==> images/floorplan.png <==
Bar = 50 um. Pins as bars on the die edge. Tap cells in grey.
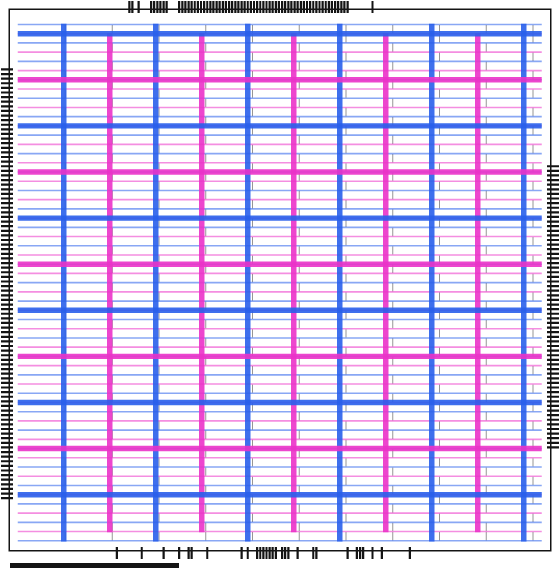
==> images/port_trees.png <==
Bar = 50 um.
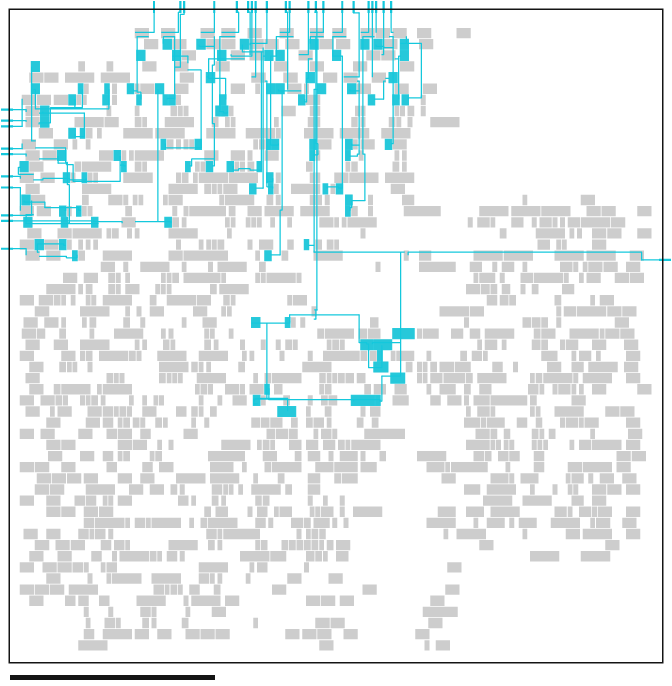
==> images/placed.png <==
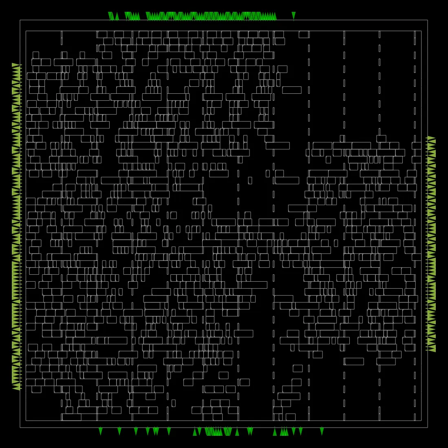
==> images/class_map.png <==
Fill, decap, tap and diode cells in grey.
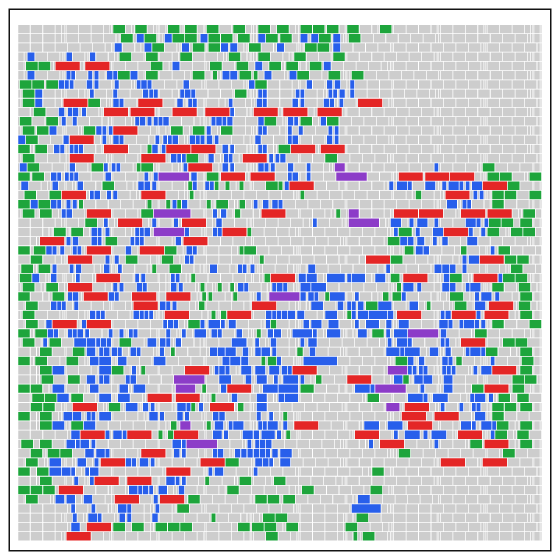
$ cat config.mk
export PLATFORM = sky130hd
export DESIGN_NAME = mem_dbus_ctrl
export DESIGN_NICKNAME = d
export VERILOG_FILES = /design/src/rtl/mem_dbus_ctrl.sv
export SDC_FILE = /design/constraint.sdc
export NUM_CORES = 1
export LEC_CHECK = 0
export CAP_MARGIN = 20
export CORE_MARGIN = 2
export CORE_UTILIZATION = 25
export CTS_CLUSTER_DIAMETER = 60
export DETAILED_ROUTE_END_ITERATION = 8
export GPL_TIMING_DRIVEN = 0
export PLACE_DENSITY_LB_ADDON = 0.2
export SKIP_LAST_GASP = 1
export SLEW_MARGIN = 15
export SYNTH_ARGS = -nofsm -noshare
export SYNTH_HDL_FRONTEND = slang
export SYNTH_SLANG_ARGS = --single-unit
$ cat constraint.sdc
create_clock -name cpu_clk_50M -period 5.9 [get_ports cpu_clk_50M]
set_input_delay 0.885 -clock cpu_clk_50M [delete_from_list [all_inputs] [get_ports cpu_clk_50M]]
set_output_delay 0.885 -clock cpu_clk_50M [all_outputs]
set_load 0.02 [all_outputs]
$ cat src/rtl/mem_dbus_ctrl.sv
// MEM-stage data-bus controller: issues SRAM-like req/addr_ok/data_ok accesses, aligns load data, flags alignment faults.
// Latency: req in the issue cycle itself; load_data registered in the data_ok cycle.
// Backpressure: stall_req freezes upstream while an access is outstanding; stall_hold parks a finished access in DONE.
module mem_dbus_ctrl #(
  parameter int ADDR_W = 32,
  parameter int DATA_W = 32
) (
  input  logic              cpu_clk_50M,
  input  logic              cpu_rst,
  input  logic [7:0]        mem_aluop,
  input  logic [ADDR_W-1:0] mem_wd,
  input  logic [DATA_W-1:0] mem_din,
  input  logic [4:0]        mem_exccode,
  input  logic              flush,
  input  logic              stall_hold,
  output logic              data_req,
  output logic              data_wr,
  output logic [1:0]        data_size,
  output logic [ADDR_W-1:0] data_addr,
  output logic [DATA_W-1:0] data_wdata,
  input  logic              data_addr_ok,
  input  logic              data_data_ok,
  input  logic [DATA_W-1:0] data_rdata,
  output logic [DATA_W-1:0] load_data,
  output logic              stall_req,
  output logic              adel,
  output logic              ades,
  output logic [ADDR_W-1:0] badvaddr
);

  localparam logic [7:0] OP_LB  = 8'hE0;
  localparam logic [7:0] OP_LBU = 8'hE4;
  localparam logic [7:0] OP_LH  = 8'hE1;
  localparam logic [7:0] OP_LHU = 8'hE5;
  localparam logic [7:0] OP_LW  = 8'hE3;
  localparam logic [7:0] OP_SB  = 8'hE8;
  localparam logic [7:0] OP_SH  = 8'hE9;
  localparam logic [7:0] OP_SW  = 8'hEB;
  localparam logic [4:0] EXC_NONE = 5'h10;

  typedef enum logic [2:0] {
    S_IDLE  = 3'd0,
    S_REQ   = 3'd1,
    S_WAIT  = 3'd2,
    S_DONE  = 3'd3,
    S_DRAIN = 3'd4
  } state_t;

  state_t            state_q;
  logic              wr_q, sext_q, flush_seen_q;
  logic [1:0]        size_q;
  logic [ADDR_W-1:0] addr_q;
  logic [DATA_W-1:0] wdata_q, load_data_q;

  logic              is_load, is_store, ld_sext, misaligned, exc_clear, issue, flushed;
  logic [1:0]        op_size, cur_size, cur_off;
  logic              cur_sext;
  logic [DATA_W-1:0] store_wdata, load_aligned;
  logic [7:0]        byte_sel;
  logic [15:0]       half_sel;

  // Decode the memory op into direction, access size and load signedness.
  always_comb begin
    is_load  = 1'b0;
    is_store = 1'b0;
    op_size  = 2'd0;
    ld_sext  = 1'b0;
    case (mem_aluop)
      OP_LB:   begin is_load = 1'b1; ld_sext = 1'b1; end
      OP_LBU:  begin is_load = 1'b1; end
      OP_LH:   begin is_load = 1'b1; op_size = 2'd1; ld_sext = 1'b1; end
      OP_LHU:  begin is_load = 1'b1; op_size = 2'd1; end
      OP_LW:   begin is_load = 1'b1; op_size = 2'd2; end
      OP_SB:   begin is_store = 1'b1; end
      OP_SH:   begin is_store = 1'b1; op_size = 2'd1; end
      OP_SW:   begin is_store = 1'b1; op_size = 2'd2; end
      default: ;
    endcase
  end

  assign misaligned = ((op_size == 2'd1) && mem_wd[0]) ||
                      ((op_size == 2'd2) && (mem_wd[1:0] != 2'b00));
  assign exc_clear  = (mem_exccode == EXC_NONE);
  assign adel       = is_load  && misaligned && exc_clear;
  assign ades       = is_store && misaligned && exc_clear;
  assign badvaddr   = (adel || ades) ? mem_wd : '0;
  assign issue      = (is_load || is_store) && exc_clear && !misaligned && !flush && !cpu_rst;
  // A flush seen anywhere while the request is pending dooms the response.
  assign flushed    = flush || flush_seen_q;

  // Replicate store data across all byte lanes so the slave can pick any lane.
  always_comb begin
    case (op_size)
      2'd0:    store_wdata = {4{mem_din[7:0]}};
      2'd1:    store_wdata = {2{mem_din[15:0]}};
      default: store_wdata = mem_din;
    endcase
  end

  // Align and extend read data; IDLE uses live inputs (same-cycle completion), other states the latched copy.
  always_comb begin
    cur_size = (state_q == S_IDLE) ? op_size     : size_q;
    cur_sext = (state_q == S_IDLE) ? ld_sext     : sext_q;
    cur_off  = (state_q == S_IDLE) ? mem_wd[1:0] : addr_q[1:0];
    case (cur_off)
      2'd1:    byte_sel = data_rdata[15:8];
      2'd2:    byte_sel = data_rdata[23:16];
      2'd3:    byte_sel = data_rdata[31:24];
      default: byte_sel = data_rdata[7:0];
    endcase
    half_sel = cur_off[1] ? data_rdata[31:16] : data_rdata[15:0];
    case (cur_size)
      2'd0:    load_aligned = {{24{cur_sext & byte_sel[7]}}, byte_sel};
      2'd1:    load_aligned = {{16{cur_sext & half_sel[15]}}, half_sel};
      default: load_aligned = data_rdata;
    endcase
  end

  // Bus outputs and stall: live request in IDLE, latched request while pending.
  always_comb begin
    data_req   = 1'b0;
    data_wr    = 1'b0;
    data_size  = 2'd0;
    data_addr  = '0;
    data_wdata = '0;
    stall_req  = 1'b0;
    if (state_q != S_IDLE) begin
      data_wr    = wr_q;
      data_size  = size_q;
      data_addr  = addr_q;
      data_wdata = wdata_q;
    end
    case (state_q)
      S_IDLE: if (issue) begin
        data_req   = 1'b1;
        data_wr    = is_store;
        data_size  = op_size;
        data_addr  = mem_wd;
        data_wdata = store_wdata;
        stall_req  = !(data_addr_ok && data_data_ok);
      end
      S_REQ:   begin data_req = 1'b1; stall_req = 1'b1; end
      S_WAIT:  stall_req = !data_data_ok;
      // Stay stalled through the drain so the instruction now in MEM is not skipped.
      S_DRAIN: stall_req = 1'b1;
      default: ;
    endcase
  end

  // Access FSM: request capture, flush tracking and load result register.
  always_ff @(posedge cpu_clk_50M) begin
    if (cpu_rst) begin
      state_q      <= S_IDLE;
      wr_q         <= 1'b0;
      sext_q       <= 1'b0;
      flush_seen_q <= 1'b0;
      size_q       <= 2'd0;
      addr_q       <= '0;
      wdata_q      <= '0;
      load_data_q  <= '0;
    end else begin
      case (state_q)
        S_IDLE: if (issue) begin
          wr_q         <= is_store;
          sext_q       <= ld_sext;
          size_q       <= op_size;
          addr_q       <= mem_wd;
          wdata_q      <= store_wdata;
          flush_seen_q <= 1'b0;
          if (!data_addr_ok) begin
            state_q <= S_REQ;
          end else if (!data_data_ok) begin
            state_q <= S_WAIT;
          end else begin
            if (is_load) load_data_q <= load_aligned;
            state_q <= stall_hold ? S_DONE : S_IDLE;
          end
        end
        S_REQ: begin
          if (data_addr_ok) begin
            if (!data_data_ok) begin
              state_q <= flushed ? S_DRAIN : S_WAIT;
            end else if (flushed) begin
              state_q <= S_IDLE;
            end else begin
              if (!wr_q) load_data_q <= load_aligned;
              state_q <= stall_hold ? S_DONE : S_IDLE;
            end
          end else if (flush) begin
            flush_seen_q <= 1'b1;
          end
        end
        S_WAIT: begin
          if (data_data_ok) begin
            if (!flush) begin
              if (!wr_q) load_data_q <= load_aligned;
              state_q <= stall_hold ? S_DONE : S_IDLE;
            end else begin
              state_q <= S_IDLE;
            end
          end else if (flush) begin
            state_q <= S_DRAIN;
          end
        end
        S_DONE:  if (!stall_hold || flush) state_q <= S_IDLE;
        S_DRAIN: if (data_data_ok) state_q <= S_IDLE;
        default: state_q <= S_IDLE;
      endcase
    end
  end

  assign load_data = load_data_q;

endmodule
==> impl_metrics.py <==
# Flow results
metrics = {
    "status": {
        "outcome": "complete, no violations",
    },
    "critical_path": {
        "critPathBufInv": 3,
        "r2r_start": "state_q[0]",
        "worstPathCellList": "clkdlybuf4s50_1, o21ai_0, nand3_2, nor3_2, inv_1, a2111oi_0, clkdlybuf4s50_1",
        "crit_path_max_fanout": 8,
        "crit_path_max_incr_delay_ps": 760,
    },
    "synth": {
        "yosys_warnings": 0,
        "edf_count": 0,
        "synth_area_per_cell_um2": 7.15,
        "syn_nets": 959,
        "ys_types": 60,
    },
    "finish": {
        "nNetsFinal": 1215,
        "nFillCells": 2568,
        "layout-drive-gt1-share_pct": 6.43,
        "syn_to_final_growth_pct": 52.8,
    },
    "timing": {
        "rsz0062_at_grt": "false",
        "clock.fmax_ghz": 0.192,
        "setup_tns_ps": 0,
        "whs_ps": 453,
    },
    "place": {
        "gp_congestion": 0.900,
        "dp_cells": 1408,
        "hpwl_um": 19300,
    },
    "clock_tree": {
        "cts_tree": "built",
        "cts.repair.resized": 0,
        "insertion_delay_ps": 360,
        "cts_max_level": 3,
        "cts_made_buffers": 9,
        "cts_setup_buffers": 0,
    },
    "power": {
        "clkPwrFrac_pct": 43.3,
        "swShare_pct": 26.4,
        "p_per_area_nw_per_um2": 167,
        "p_leak_nw": 3.30,
    },
    "worst_hold_path": {
        "hold_class": "reg2reg",
        "hp-start": "addr_q[2]",
    },
    "floorplanning": {
        "fp.dieW_um": 159,
    },
    "detailed_routing": {
        "wl_um": 25100,
        "wl_per_cell_um": 17.6,
        "via_count": 6923,
    },
    "global_route": {
        "antenna_found_initial": 2,
    },
}
About floorplan.png:
[VDD] magenta
[VSS] blue
signal pins: 250
rows: 56
met5 straps: 11
met1 rails: 57
met4 straps: 11

About port_trees.png:
[mem_wd] cyan | bits: 32 | direction: input | end cells: 94 | buffers: 32 | wire: 1560 um
I/O pin cnt: 250
port buffer count: 245

About placed.png:
flip-flops: 104
final std cells w/o fill: 1426
core box area: 23500 um2
flop share of the area: 22.6%
Core Rows: 56

About class_map.png:
[remaining logic cells] blue | cells: 669
[registers] red | cells: 104
[remaining buffers and delay cells] green | cells: 316
[clock drivers and dummy loads] purple | cells: 16
final core occ: 39.1%
Finished Cell Area: 9210 um2

layout by cell type (no fill, tap or decap), drive strengths merged, types with 2 or more instances in the layout:
master	n
clkdlybuf4s50	245
buf	24
nand2	256
clkbuf	56
nor2b	2
o21ai	33
o31ai	10
and4	2
mux2i	19
dfxtp	104
clkinv	2
mux2	7
nor3	8
nand4	2
o32ai	3
a21oi	69
nand4b	2
a311oi	23
a211oi	28
a32oi	3
a2111oi	2
a21boi	2
o41ai	2
nor2	66
nand2b	3
diode	2
o311ai	2
and3	7
inv	12
and2	35
nand3	44
a22oi	16
tightest hold or removal path, cell delays in order, from the launching register on:
cell and delay [ps]:
dfxtp_1 310, nand2_1 50, a21oi_1 50
cell usage after synthesis (4+ instances only):
master	number	area, um2
a211oi_1	18	135
a211oi_2	10	125
a21oi_1	69	345
a22oi_1	16	120
a311oi_1	23	201
and2_1	35	219
and3_1	7	43.8
buf_2	15	75.1
buf_4	4	30.0
buf_6	4	45.0
clkbuf_1	46	173
dfxtp_1	104	2080
inv_1	8	30.0
mux2_2	6	67.6
mux2i_1	19	190
nand2_1	256	961
nand3_1	43	215
nor2_1	66	248
nor3_1	6	30.0
o21ai_0	31	155
o31ai_1	9	67.6
power by group through the flow:
stage          Clock, mW  Combinational (mW)  Sequential (mW)
3_5_place_dp           0               0.172            0.718
2_1_floorplan          0              0.0553            0.718
5_1_grt            0.708               0.186            0.701
6_report           0.668               0.173            0.701
3_3_place_gp           0               0.173            0.718
4_1_cts            0.681               0.173            0.701
layout make-up:
type | count | area, um2 | area share (%)
Sequential cell | 104 | 2080 | 22.6
Clock buffer | 9 | 225 | 2.44
Buffer | 71 | 332 | 3.60
Clock inverter | 7 | 100 | 1.09
Tap cell | 319 | 399 | 4.33
Inverter | 8 | 30.0 | 0.326
Antenna cell | 2 | 5.00 | 0.0543
Timing Repair Buffer | 245 | 2450 | 26.6
Multi-Input combinational cell | 661 | 3590 | 38.9
per-layer routing:
metal / GRT usage [%] / part of all wire [%] / up-vias
met5: 0 / 0 / -
met4: 5.74 / 1.9 / 0
met3: 5.24 / 7.3 / 27
met2: 31.1 / 46 / 246
met1: 25.1 / 45 / 3202
li1: - / - / 3448
registers in the layout (all words and copies together) (netlist names):
| signal | flops |
|---|---|
| load_data | 32 |
| wdata_q | 32 |
| state_q | 3 |
| wr_q | 1 |
| sext_q | 1 |
| flush_seen_q | 1 |
| size_q | 2 |
| addr_q | 32 |
through the flow:
stage / setup slack [ps] / area [um2] / util [%]
floorplan: 2060 / 6030 / -
global placement: 724 / 8880 / 37.7
detailed placement: 677 / 8880 / 37.7
CTS: 674 / 9210 / 39.1
global route: 615 / 9210 / 39.1
finish: 686 / 9210 / 39.1
cell families after synthesis:
kind of cell	after synthesis	synth area share (%)
AND/OR/NAND/NOR	434	31.7
AND-OR/OR-AND	201	23.3
flip-flops	104	34.5
buffers and inverters	79	6.00
multiplexers	26	4.52
path summary, 6_finish.rpt:
| path | end | slack [ps] | cells after the start |
|---|---|---|---|
| setup / recovery | adel | 690 | 7 |
| setup reg to reg | load_data[27] | 3270 | 9 |
| hold reg to reg | addr_q[2] | 450 | 2 |
| hold / removal | addr_q[2] | 450 | 2 |
Power figures rest on the tool's default switching activity, not on a simulated workload.
